==> run_1/clocks.png <==
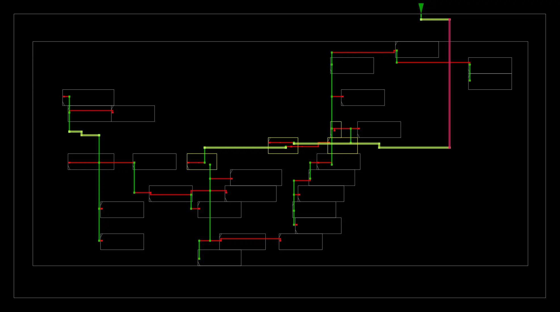
==> run_1/flops_by_reg.png <==
Other sequential cells in the stronger grey, the rest of the logic in the fainter grey.
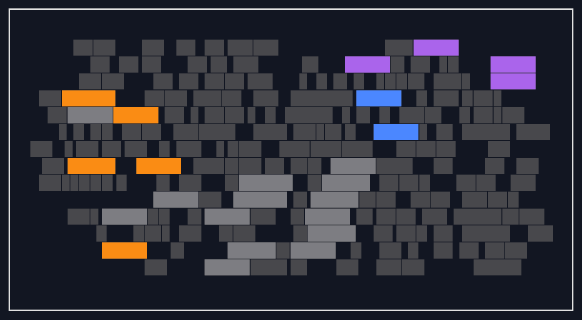
==> run_1/placement_by_type.png <==
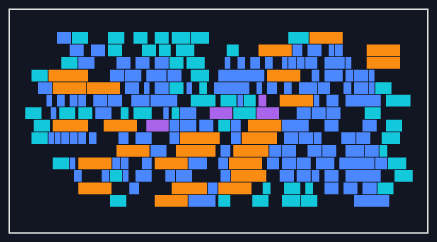
==> run_1/metal_density.png <==
The die is cut into 18 by 10 equal tiles; dark blue is low, red is high, scaled to the fullest tile. Values are wire area over tile area, all layers added.
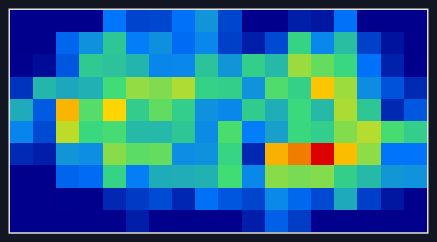
--- config.mk ---
export PLATFORM = sky130hd
export DESIGN_NAME = hazard_controller
export DESIGN_NICKNAME = d
export VERILOG_FILES = /design/src/rtl/hazard_pkg.sv /design/src/rtl/hazard_shadow_pipe.sv /design/src/rtl/hazard_controller.sv
export SDC_FILE = /design/constraint.sdc
export NUM_CORES = 1
export LEC_CHECK = 0
export ABC_AREA = 0
export CORE_ASPECT_RATIO = 0.5
export CORE_MARGIN = 3
export CORE_UTILIZATION = 40
export CTS_CLUSTER_DIAMETER = 30
export DETAILED_ROUTE_END_ITERATION = 12
export GPL_TIMING_DRIVEN = 0
export PLACE_DENSITY = 0.71
export SYNTH_ARGS = -nofsm -noshare
export SYNTH_HDL_FRONTEND = slang
export SYNTH_HIERARCHICAL = 1
export SYNTH_SLANG_ARGS = --single-unit
export TNS_END_PERCENT = 1
--- constraint.sdc ---
create_clock -name clk -period 2.3 [get_ports clk]
set_clock_uncertainty 0.2 [all_clocks]
set_input_delay 0.46 -clock clk [delete_from_list [all_inputs] [get_ports clk]]
set_output_delay 0.46 -clock clk [all_outputs]
set_load 0.05 [all_outputs]
--- src/rtl/hazard_pkg.sv ---
// Shared definitions for the hazard controller: forwarding select encodings,
// wait-state FSM encoding and the forwarding-select helper.
package hazard_pkg;

  localparam logic [1:0] FWD_RF  = 2'b00;  // operand from register file
  localparam logic [1:0] FWD_WB  = 2'b01;  // operand from W-stage result
  localparam logic [1:0] FWD_MEM = 2'b10;  // operand from M-stage ALU result

  typedef enum logic [1:0] {
    S_RUN  = 2'b00,
    S_WAIT = 2'b01,
    S_REL  = 2'b10
  } state_t;

  // M has priority over W; x0 is never forwarded.
  function automatic logic [1:0] fwd_sel(input logic [4:0] rs,
                                         input logic [4:0] rd_m, input logic reg_write_m,
                                         input logic [4:0] rd_w, input logic reg_write_w);
    if (reg_write_m && (rd_m != 5'd0) && (rd_m == rs)) begin
      return FWD_MEM;
    end else if (reg_write_w && (rd_w != 5'd0) && (rd_w == rs)) begin
      return FWD_WB;
    end
    return FWD_RF;
  endfunction

endpackage

--- src/rtl/hazard_shadow_pipe.sv ---
// Shadow copies of Rd/RegWrite/MemRead for the E, M and W stages, advanced in lockstep with
// the real datapath registers so hazard logic can see what is in flight.
// Ports:
//   clk, reset            clock, synchronous active-low reset
//   rd_d, reg_write_d,
//   mem_read_d            decode-stage destination info entering E
//   stall_e, flush_e      ID/EX hold and bubble controls
//   stall_m               EX/MEM hold; also bubbles W
//   rd_e, mem_read_e      E-stage shadow fields
//   rd_m, reg_write_m     M-stage shadow fields
//   rd_w, reg_write_w     W-stage shadow fields
module hazard_shadow_pipe (
  input  logic       clk,
  input  logic       reset,
  input  logic [4:0] rd_d,
  input  logic       reg_write_d,
  input  logic       mem_read_d,
  input  logic       stall_e,
  input  logic       flush_e,
  input  logic       stall_m,
  output logic [4:0] rd_e,
  output logic       mem_read_e,
  output logic [4:0] rd_m,
  output logic       reg_write_m,
  output logic [4:0] rd_w,
  output logic       reg_write_w
);

  logic reg_write_e;

  always_ff @(posedge clk) begin
    if (!reset) begin
      rd_e        <= 5'd0;
      reg_write_e <= 1'b0;
      mem_read_e  <= 1'b0;
      rd_m        <= 5'd0;
      reg_write_m <= 1'b0;
      rd_w        <= 5'd0;
      reg_write_w <= 1'b0;
    end else begin
      if (!stall_e) begin
        if (flush_e) begin
          rd_e        <= 5'd0;
          reg_write_e <= 1'b0;
          mem_read_e  <= 1'b0;
        end else begin
          rd_e        <= rd_d;
          reg_write_e <= reg_write_d;
          mem_read_e  <= mem_read_d;
        end
      end
      if (!stall_m) begin
        rd_m        <= rd_e;
        reg_write_m <= reg_write_e;
        rd_w        <= rd_m;
        reg_write_w <= reg_write_m;
      end else begin
        // M is held, so W must not retire the same instruction twice.
        rd_w        <= 5'd0;
        reg_write_w <= 1'b0;
      end
    end
  end

endmodule

--- src/rtl/hazard_controller.sv ---
// Pipeline sequencing unit for the 5-stage RV32 core: stall/flush/forward controls,
// load-use and control-hazard detection, and a wait-state FSM for peripheral accesses in M.
// Ports:
//   clk, reset                    clock, synchronous active-low reset
//   Rs1D, Rs2D, RdD               decode-stage register fields
//   RegWriteD, MemReadD           decode-stage write-enable / load flag
//   Rs1E, Rs2E                    execute-stage source registers
//   PCSrcE                        taken branch/jump resolved in E
//   PeriphReqM                    M-stage access targets UART/GPIO
//   StallF/D/E/M, FlushD/E        pipeline register controls
//   ForwardAE, ForwardBE          operand bypass selects
//   RegWriteW                     shadow W-stage write enable
module hazard_controller
  import hazard_pkg::*;
#(
  parameter int unsigned WAIT_CYCLES = 2,
  parameter int unsigned CNT_W       = 4
) (
  input  logic       clk,
  input  logic       reset,
  input  logic [4:0] Rs1D,
  input  logic [4:0] Rs2D,
  input  logic [4:0] RdD,
  input  logic       RegWriteD,
  input  logic       MemReadD,
  input  logic [4:0] Rs1E,
  input  logic [4:0] Rs2E,
  input  logic       PCSrcE,
  input  logic       PeriphReqM,
  output logic       StallF,
  output logic       StallD,
  output logic       StallE,
  output logic       StallM,
  output logic       FlushD,
  output logic       FlushE,
  output logic [1:0] ForwardAE,
  output logic [1:0] ForwardBE,
  output logic       RegWriteW
);

  logic [4:0] rd_e, rd_m, rd_w;
  logic       mem_read_e, reg_write_m;
  logic       lw_stall, mem_stall;

  state_t           state_q, state_d;
  logic [CNT_W-1:0] cnt_q, cnt_d;

  hazard_shadow_pipe u_shadow (
    .clk         (clk),
    .reset       (reset),
    .rd_d        (RdD),
    .reg_write_d (RegWriteD),
    .mem_read_d  (MemReadD),
    .stall_e     (StallE),
    .flush_e     (FlushE),
    .stall_m     (StallM),
    .rd_e        (rd_e),
    .mem_read_e  (mem_read_e),
    .rd_m        (rd_m),
    .reg_write_m (reg_write_m),
    .rd_w        (rd_w),
    .reg_write_w (RegWriteW)
  );

  assign lw_stall = mem_read_e && (rd_e != 5'd0) && ((rd_e == Rs1D) || (rd_e == Rs2D));

  // Wait-state FSM. S_REL is the cycle the access leaves M; it does not look at PeriphReqM,
  // so the same instruction cannot re-trigger the wait.
  always_comb begin
    state_d   = state_q;
    cnt_d     = cnt_q;
    mem_stall = 1'b0;
    unique case (state_q)
      S_RUN: begin
        if (PeriphReqM) begin
          mem_stall = 1'b1;
          state_d   = S_WAIT;
          cnt_d     = CNT_W'(WAIT_CYCLES - 1);
        end
      end
      S_WAIT: begin
        mem_stall = 1'b1;
        if (cnt_q == '0) begin
          state_d = S_REL;
        end else begin
          cnt_d = cnt_q - CNT_W'(1);
        end
      end
      S_REL:   state_d = S_RUN;
      default: state_d = S_RUN;
    endcase
  end

  always_ff @(posedge clk) begin
    if (!reset) begin
      state_q <= S_RUN;
      cnt_q   <= '0;
    end else begin
      state_q <= state_d;
      cnt_q   <= cnt_d;
    end
  end

  // Priority: peripheral wait > taken branch > load-use. Lower-priority hazards stay pending
  // on the inputs and are acted on once the higher one clears. Outputs are forced low while
  // reset is held so the datapath sees a quiet pipe.
  always_comb begin
    StallF    = 1'b0;
    StallD    = 1'b0;
    StallE    = 1'b0;
    StallM    = 1'b0;
    FlushD    = 1'b0;
    FlushE    = 1'b0;
    ForwardAE = FWD_RF;
    ForwardBE = FWD_RF;
    if (reset) begin
      ForwardAE = fwd_sel(Rs1E, rd_m, reg_write_m, rd_w, RegWriteW);
      ForwardBE = fwd_sel(Rs2E, rd_m, reg_write_m, rd_w, RegWriteW);
      if (mem_stall) begin
        StallF = 1'b1;
        StallD = 1'b1;
        StallE = 1'b1;
        StallM = 1'b1;
      end else if (PCSrcE) begin
        FlushD = 1'b1;
        FlushE = 1'b1;
      end else if (lw_stall) begin
        StallF = 1'b1;
        StallD = 1'b1;
        FlushE = 1'b1;
      end
    end
  end

endmodule

==> GITHUB_STEP_SUMMARY, run 1 <==
## PnR job results

| Metric | Value |
|---|---|
| Yosys chip area | `1425 sq um` |
| Cells taking the most area after synthesis | `sky130_fd_sc_hd__dfxtp_1 (35%), sky130_fd_sc_hd__xor2_1 (16%), sky130_fd_sc_hd__mux2i_1 (4.2%)` |
| Number of buffers created by CTS | `3` |
| Total instance count after detailed placement | `246` |
| Register bit total from synthesis | `25` |
| Transition time at the pin with the least slew margin | `0.4910 ns` |
| Final cell count without fillers | `253` |
| Total Die Area | `4358 sq um` |
| Slew Limit Headroom | `0.6717` |
| Post-synthesis cell type with the largest instance count | `sky130_fd_sc_hd__xor2_1` |
| Synth cell count leaders | `sky130_fd_sc_hd__xor2_1 (26), sky130_fd_sc_hd__dfxtp_1 (25), sky130_fd_sc_hd__nand3_1 (11), sky130_fd_sc_hd__nand2_1 (9), sky130_fd_sc_hd__and2_1 (7)` |
| Buffering stage count on the worst path with inverters included | `2` |
| Share of layout cells above drive strength 1 | `0.2976` |
| Number of filler cells placed in the layout | `273` |
| Nature of the critical path endpoint | `primary output` |
| Setup slack of the worst register-to-register path | `0.36 ns` |
| Via count of the routed design | `1256` |
| DRT Pass-1 Iters | `4` |
| Total placed instance area | `1941 sq um` |
| Average instance area after synthesis | `9.077 sq um` |
| Commonest cells after routing, fill and taps aside | `sky130_fd_sc_hd__xor2_1 (26), sky130_fd_sc_hd__dfxtp_1 (17), sky130_fd_sc_hd__clkdlybuf4s50_1 (13), sky130_fd_sc_hd__nand3_1 (11), sky130_fd_sc_hd__buf_6 (9)` |
| # hold bufs at CTS | `0` |
| Clock tree from TritonCTS | `yes` |
| Register share after synthesis | `0.3512` |
| Outcome | `complete, but fails checks` |
| Count of endpoints failing setup in the final report | `7` |
| Overall fraction of global-route tracks in use | `0.1577` |
| Synthesized area | `1425 sq um` |
| Core utilization at floorplan | `0.4446` |
| Antenna violations before repair | `0` |
| VDD IR max | `0.0003413 V` |
| Failing checks | `negative setup slack` |
| Final hold violation count | `0` |
| Fmax | `395.9 MHz` |
| Count of library flops with an enable pin | `0` |
| Slowest Stage Delay on Critical Path | `0.53 ns` |
| Site row count | `14` |
| Pins Over Slew Limit | `0` |
| Largest registers | `u_shadow/rd_e: 5 flops, u_shadow/rd_m: 5 flops, u_shadow/rd_w: 5 flops` |
| Placeable Area | `3206 sq um` |
| Number of design rule violations left after detail routing | `0` |
| Crit-path leading delay family | `buffers and inverters` |
| Design area | `2125 sq um` |
| Setup repair after global routing missed its margin | `true` |
| Library cell occupying the most area in the post-synthesis netlist | `sky130_fd_sc_hd__dfxtp_1` |
| Power density cells | `553.5 nW/um^2` |
| Instance tally after logic synthesis | `157` |
| Crit-path max FO | `2` |
| Main flop type after synthesis | `sky130_fd_sc_hd__dfxtp_1` |
| Tightest Hold Check Type | `flip-flop to flip-flop` |
| Die Height | `48.21 um` |
| Number of max-cap violations | `0` |
| Count of instantiated cells in the yosys netlist | `157` |
| Final critical-path share of the clock period | `1.098` |
| Number of buffers on the longest clock path | `2` |
| Worst-path clk slew | `0.09 ns` |
| Hold WS | `0.2863 ns` |
| Root cell of the clock tree | `sky130_fd_sc_hd__clkbuf_8` |
| CP startpoint kind | `primary input` |
| Sum of routed wire length over all layers | `3353 um` |
| Minimum clock period | `2.526 ns` |
| Wire per inst | `13.25 um` |
| Net Count, Synth | `189` |
| Area share of the largest cell type after synthesis | `0.3512` |
| Final design utilization | `0.6628` |
| Area added between synthesis and finish | `49.08%` |
| Chip Width | `90.42 um` |
| Worst setup slack after placement | `-1.308 ns` |
| Worst path arrival time | `1.87 ns` |
| Setup Crit Path Kind | `primary input to primary output` |
| Post-Route Setup TNS | `-1.108 ns` |
| Number of warnings issued by yosys | `6` |
| Global placer's final weighted congestion | `0.8063` |
| Leak | `0.0009084 uW` |
| Antenna fix cells | `0` |
| Most frequent standard cell in the layout excluding fill and tap cells | `sky130_fd_sc_hd__xor2_1` |
| Via count of the first global-routing pass | `1141` |
| Cell Chain, Critical Path | `clkdlybuf4s50_1 -> xnor2_1 -> nand3_1 -> nor4_4 -> and2_4 -> buf_8` |
| Maximum number of pins on one net before global-route repair | `15` |
| Asr flop ratio synth | `0` |
| Quantity of I/O buffers inserted on ports | `41` |
| Setup ws final | `-0.2260 ns` |
| Sink Count | `25` |
| Half-perimeter wire length after detailed placement | `2637 um` |
| Critical path's slowest cell | `sky130_fd_sc_hd__clkdlybuf4s50_1` |
| Violation tally from detailed-route iteration zero | `26` |
| Number of different library cells in the post-synthesis netlist | `40` |
| Crit path required time | `1.64 ns` |
| Vias per cell | `4.964` |
| Remaining global-route overflow | `0` |
| Global-route wire length before repair | `5416 um` |
| Number of H-tree levels | `1` |
| I/O pin count | `42` |
| Number of warnings in the stage logs | `29` |
| Final nets | `238` |
| Post-layout total power | `1176 uW` |
| Routed Antenna Nets | `0` |
Back to the opening pictures, clocks.png:
Layout clock buffers: 3
latest clock arrival within the worst-skew pair: 0.26 ns
sequential cell count of the final layout: 25

Back to the opening pictures, flops_by_reg.png:
signal	colour	flops
`u_shadow/rd_e`	orange	5
`cnt_q`	purple	4
`state_q`	blue	2
not coloured	14
sequential-cell power consumption: 522 uW
sequential cell area share: 0.2438

Back to the opening pictures, placement_by_type.png:
class	colour	cells
combinational and other logic	blue	125
clock drivers and dummy loads	purple	4
flops	orange	25
other buffers and delay cells	cyan	51

Back to the opening pictures, metal_density.png:
mean over tiles	0.12
fullest tile	0.42
tiles over half the peak	18%

## run 1: power by group
group          switching (uW)  leakage (uW)  internal, uW
Sequential               50.0      0.000209           472
Combinational             205      0.000674           199
Clock                     129     0.0000255           121
Total                     384      0.000908           792
## run 1: what timing repair did
item                                    4_1_cts  5_1_grt
gates resized                               136        5
cloned                                        0        0
setup buffers                                 3        0
endpoints found under the setup margin       10        9
pin swaps                                    14        1
## run 1: logic make-up (layout without fill, tap and decap cells)
| kind of cell | Yosys count | after routing | synth area share |
|---|---|---|---|
| simple gates | 60 | 60 | 0.2537 |
| xor+xnor | 32 | 32 | 0.1967 |
| buf+inv | 13 | 61 | 0.05004 |
| mux | 6 | 6 | 0.04214 |
| flops | 25 | 25 | 0.3512 |
| compound gates | 20 | 20 | 0.09746 |
| fa+ha+maj | 1 | 1 | 0.008778 |
## run 1: cell type report
cell class / instances / area [sq um] / area share
Buffer: 7 / 61.31 / 0.02886
Clock buffer: 3 / 41.29 / 0.01943
Clock inverter: 1 / 5.005 / 0.002356
Inverter: 6 / 22.52 / 0.01060
Multi-Input combinational cell: 119 / 992.2 / 0.4670
Sequential cell: 25 / 518.0 / 0.2438
Tap cell: 48 / 60.06 / 0.02827
Timing Repair Buffer: 44 / 424.2 / 0.1996
## run 1: final timing paths
kind | startpoint | cells past startpoint | to
worst min-delay path | u_shadow/reg_write_e | 2 | u_shadow/reg_write_e
worst min register to register | u_shadow/reg_write_e | 2 | u_shadow/reg_write_e
worst max register to register | u_shadow/rd_e[1] | 5 | u_shadow/rd_e[1]
worst max-delay path | Rs2E[0] | 6 | ForwardBE[1]
## run 1: metal layers
layer | wire length, um | global-route usage
met1 | 1643 | 0.2149
met2 | 1519 | 0.2707
met3 | 168 | 0.03852
met4 | 21 | 0.01824
met5 | 0 | 0
==> inputs of run 2 (changes only) <==
==> constraint.sdc (replaced) <==
create_clock -name clk -period 2.3 [get_ports clk]
set_clock_uncertainty 0.2 [all_clocks]
set_input_delay 0.46 -clock clk [delete_from_list [all_inputs] [get_ports clk]]
set_output_delay 0.46 -clock clk [all_outputs]
set_load 0.1 [all_outputs]
==> run_2/metal_density.png <==
The die is cut into 18 by 10 equal tiles; dark blue is low, red is high, scaled to the fullest tile. Values are wire area over tile area, all layers added.
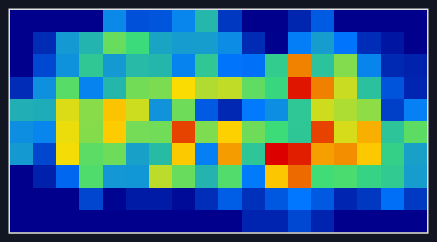
nearly empty tiles	18%
tiles over half the peak	29%
emptiest ninth of the die	south-west
wire per inst: 13.01 um
sum of routed wire length over all layers: 3278 um
overall fraction of global-route tracks in use: 0.1532
via count of the routed design: 1230

==> run_2/placement_by_type.png <==
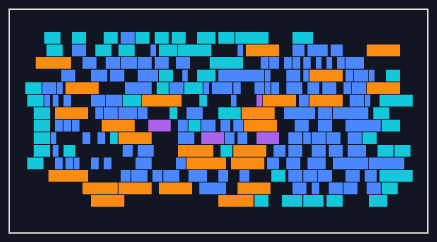
class	colour	cells
other buffers and delay cells	cyan	50
flops	orange	25
combinational and other logic	blue	125
clock drivers and dummy loads	purple	4

==> run 2 against run 1 <==
  * The flow still finishes with violations (negative setup slack)
  * Register-to-register slack better by 0.02 ns
  * Maximum frequency fell by 5.1%
  * Sequential power about the same
  * Critical path depth decreased by 1
  * Die area unchanged
  * Largest cell class unchanged
  * Cell count fell by 0.40%
  * Routed wire length fell by 2.2%
  * Total power up 4.3%
  * Global-route usage down 0.45 points
  * Setup slack worse by 0.14 ns
  * Combinational power increased by 12%
  * Clock-buffer cell count increased by 1
==> GITHUB_STEP_SUMMARY, run 2 <==
## PnR job results

| Metric | Value |
|---|---|
| Most frequent standard cell in the layout excluding fill and tap cells | `sky130_fd_sc_hd__xor2_1` |
| Setup ws final | `-0.3624 ns (-0.1364 ns)` |
| Asr flop ratio synth | `0 (unchanged)` |
| Slew Limit Headroom | `0.3689 (-0.3028)` |
| Number of warnings in the stage logs | `29 (unchanged)` |
| Hold path cells | `2 (unchanged)` |
| Setup slack of the worst register-to-register path | `0.38 ns (+0.02 ns)` |
| Pins Over Slew Limit | `0 (unchanged)` |
| Core utilization at floorplan | `0.4446 (unchanged)` |
| Register bit total from synthesis | `25 (unchanged)` |
| I/O pin count | `42 (unchanged)` |
| Sink Count | `25 (unchanged)` |
| Sequential power share | `0.425 (-0.019)` |
| Failing checks | `negative setup slack` |
| Number of design rule violations left after detail routing | `0 (unchanged)` |
| Maximum number of pins on one net before global-route repair | `14 (-1)` |
| Count of endpoints failing setup in the final report | `7 (unchanged)` |
| Via count of the first global-routing pass | `1116 (-2.2%)` |
| Violation tally from detailed-route iteration zero | `56 (+120%)` |
| Design area | `2162 sq um (+1.8%)` |
| CP startpoint kind | `flip-flop` |
| Post-synthesis cell type with the largest instance count | `sky130_fd_sc_hd__xor2_1` |
| Crit path required time | `1.64 ns (about the same)` |
| DRT Pass-1 Iters | `4 (unchanged)` |
| Area share of the largest cell type after synthesis | `0.3512 (unchanged)` |
| Routed Antenna Nets | `0 (unchanged)` |
| Total instance count after detailed placement | `246 (unchanged)` |
| Crit-path max FO | `3 (+1)` |
| Minimum clock period | `2.662 ns (+0.1364 ns)` |
| Number of signal-net inverters in the final layout | `6 (unchanged)` |
| Critical path's slowest cell | `sky130_fd_sc_hd__or4_4` |
| Share of layout cells above drive strength 1 | `0.2647 (-0.03286)` |
| Power density cells | `567.1 nW/um^2 (+2.5%)` |
| Clock power frac | `0.206 (-0.006)` |
| Global placer's final weighted congestion | `0.7736 (-4.1%)` |
| Setup Crit Path Kind | `flip-flop to primary output` |
| Worst path arrival time | `2.00 ns (+0.13 ns)` |
| Leak | `0.0009310 uW (+2.5%)` |
| FF+latch area | `516.7 sq um (-0.24%)` |
| Tightest Hold Check Type | `flip-flop to flip-flop` |
| Commonest cells after routing, fill and taps aside | `sky130_fd_sc_hd__xor2_1 (26), sky130_fd_sc_hd__dfxtp_1 (18), sky130_fd_sc_hd__clkdlybuf4s50_1 (13), sky130_fd_sc_hd__nand3_1 (11), sky130_fd_sc_hd__dlygate4sd2_1 (10)` |
| Quantity of I/O buffers inserted on ports | `41 (unchanged)` |
| Number of non-clock buffers | `50 (-2.0%)` |
| Remaining global-route overflow | `0 (unchanged)` |
| Combinational group share of total power | `0.369 (+0.025)` |
| Worst setup slack after placement | `-1.721 ns (-0.4134 ns)` |
| Outcome | `complete, but fails checks` |
| Setup repair after global routing missed its margin | `true` |
| Clock tree from TritonCTS | `yes` |
| Count of instantiated cells in the yosys netlist | `157 (unchanged)` |
| Chip Width | `90.42 um (unchanged)` |
| Crit-path leading delay family | `simple AND/OR/NAND/NOR gates` |
| VDD IR max | `0.0002871 V (-16%)` |
| Slowest Stage Delay on Critical Path | `0.57 ns (+0.04 ns)` |
| Sequential cell count of the final layout | `25 (unchanged)` |
| Endpoint with the worst hold slack | `u_shadow/reg_write_e` |
| Total Die Area | `4358 sq um (unchanged)` |
| Number of max-cap violations | `0 (unchanged)` |
| Area added between synthesis and finish | `51.71%` |
| Multi-input logic portion of the cell area | `0.4554 (-0.01158)` |
| Hold WS | `0.2841 ns (-0.002223 ns)` |
| Number of different library cells in the post-synthesis netlist | `40 (unchanged)` |
| Nature of the critical path endpoint | `primary output` |
| Post-Route Setup TNS | `-1.684 ns (-0.5767 ns)` |
| Synthesized area | `1425 sq um (unchanged)` |
| Synth cell count leaders | `sky130_fd_sc_hd__xor2_1 (26), sky130_fd_sc_hd__dfxtp_1 (25), sky130_fd_sc_hd__nand3_1 (11), sky130_fd_sc_hd__nand2_1 (9), sky130_fd_sc_hd__and2_1 (7)` |
| Count of library flops with an enable pin | `0 (unchanged)` |
| Max-area cell class | `combinational gates` |
| Yosys chip area | `1425 sq um (unchanged)` |
| Number of warnings issued by yosys | `6 (unchanged)` |
| Site row count | `14 (unchanged)` |
| Length in cells of the worst reg-to-reg path | `5 (unchanged)` |
| Main flop type after synthesis | `sky130_fd_sc_hd__dfxtp_1` |
| Total placed instance area | `1942 sq um (about the same)` |
| Antenna violations before repair | `0 (unchanged)` |
| Start of the worst register-to-register path | `u_shadow/rd_e[2]` |
| Transition time at the pin with the least slew margin | `0.9505 ns (+0.4595 ns)` |
| # hold bufs at CTS | `0 (unchanged)` |
| Register share after synthesis | `0.3512 (unchanged)` |
| Sequential cell area share | `0.2390 (-0.004811)` |
| Library cell occupying the most area in the post-synthesis netlist | `sky130_fd_sc_hd__dfxtp_1` |
| Latest clock arrival within the worst-skew pair | `0.26 ns (about the same)` |
| Half-perimeter wire length after detailed placement | `2618 um (-0.73%)` |
-- run 2: cell count changes in the layout (fill, tap and decap cells not counted), sizes merged --
cell,previous run,this run
clkbuf,4,6
buf,23,18
clkinv,1,0
dlymetal6s2s,1,3
clkdlybuf4s15,6,4
dlygate4sd2,7,10
-- run 2: layer usage --
metal,vias up,share of wire,GRT usage
met5,-,0,0
met4,0,0.0088,0.03647
met3,2,0.049,0.03390
met2,29,0.44,0.2589
met1,563,0.50,0.2078
li1,636,-,-
-- run 2: worst max-delay path by stage --
stage                startpoint      endpoint  slack, ns  cells past startpoint
6_report       u_shadow/rd_w[2]  ForwardAE[0]      -0.36                      5
2_1_floorplan           Rs2D[3]        StallF      -0.85                      5
3_3_place_gp              reset  ForwardAE[0]      -1.70                      6
4_1_cts        u_shadow/rd_m[1]  ForwardAE[0]      -0.39                      5
3_5_place_dp              reset  ForwardAE[0]      -1.72                      6
5_1_grt        u_shadow/rd_m[1]  ForwardAE[0]      -0.44                      5
-- run 2: cells by family after synthesis --
group,Yosys count,share of synthesized area
and+or+nand+nor,60,0.2537
xor gates and xnor gates,32,0.1967
DFF,25,0.3512
AOI/OAI and AO/OA,20,0.09746
buffers and inverters,13,0.05004
muxes,6,0.04214
adders and majority gates,1,0.008778
-- run 2: power groups by stage --
stage	registers [uW]	logic, uW	clock network [uW]
after floorplan	519	296	0
after global placement	529	404	0
after detailed placement	531	409	0
after CTS	520	444	259
after global routing	529	487	280
final	521	452	252
-- run 2: what timing repair did --
item                                    in CTS  in global routing
gates resized                              122                 12
hold endpoints to repair                     0                  0
endpoints found under the setup margin      11                 10
pin swaps                                   10                  4
setup buffers                                2                  0
No activity file was given, so power comes from the tool's default toggle rates.
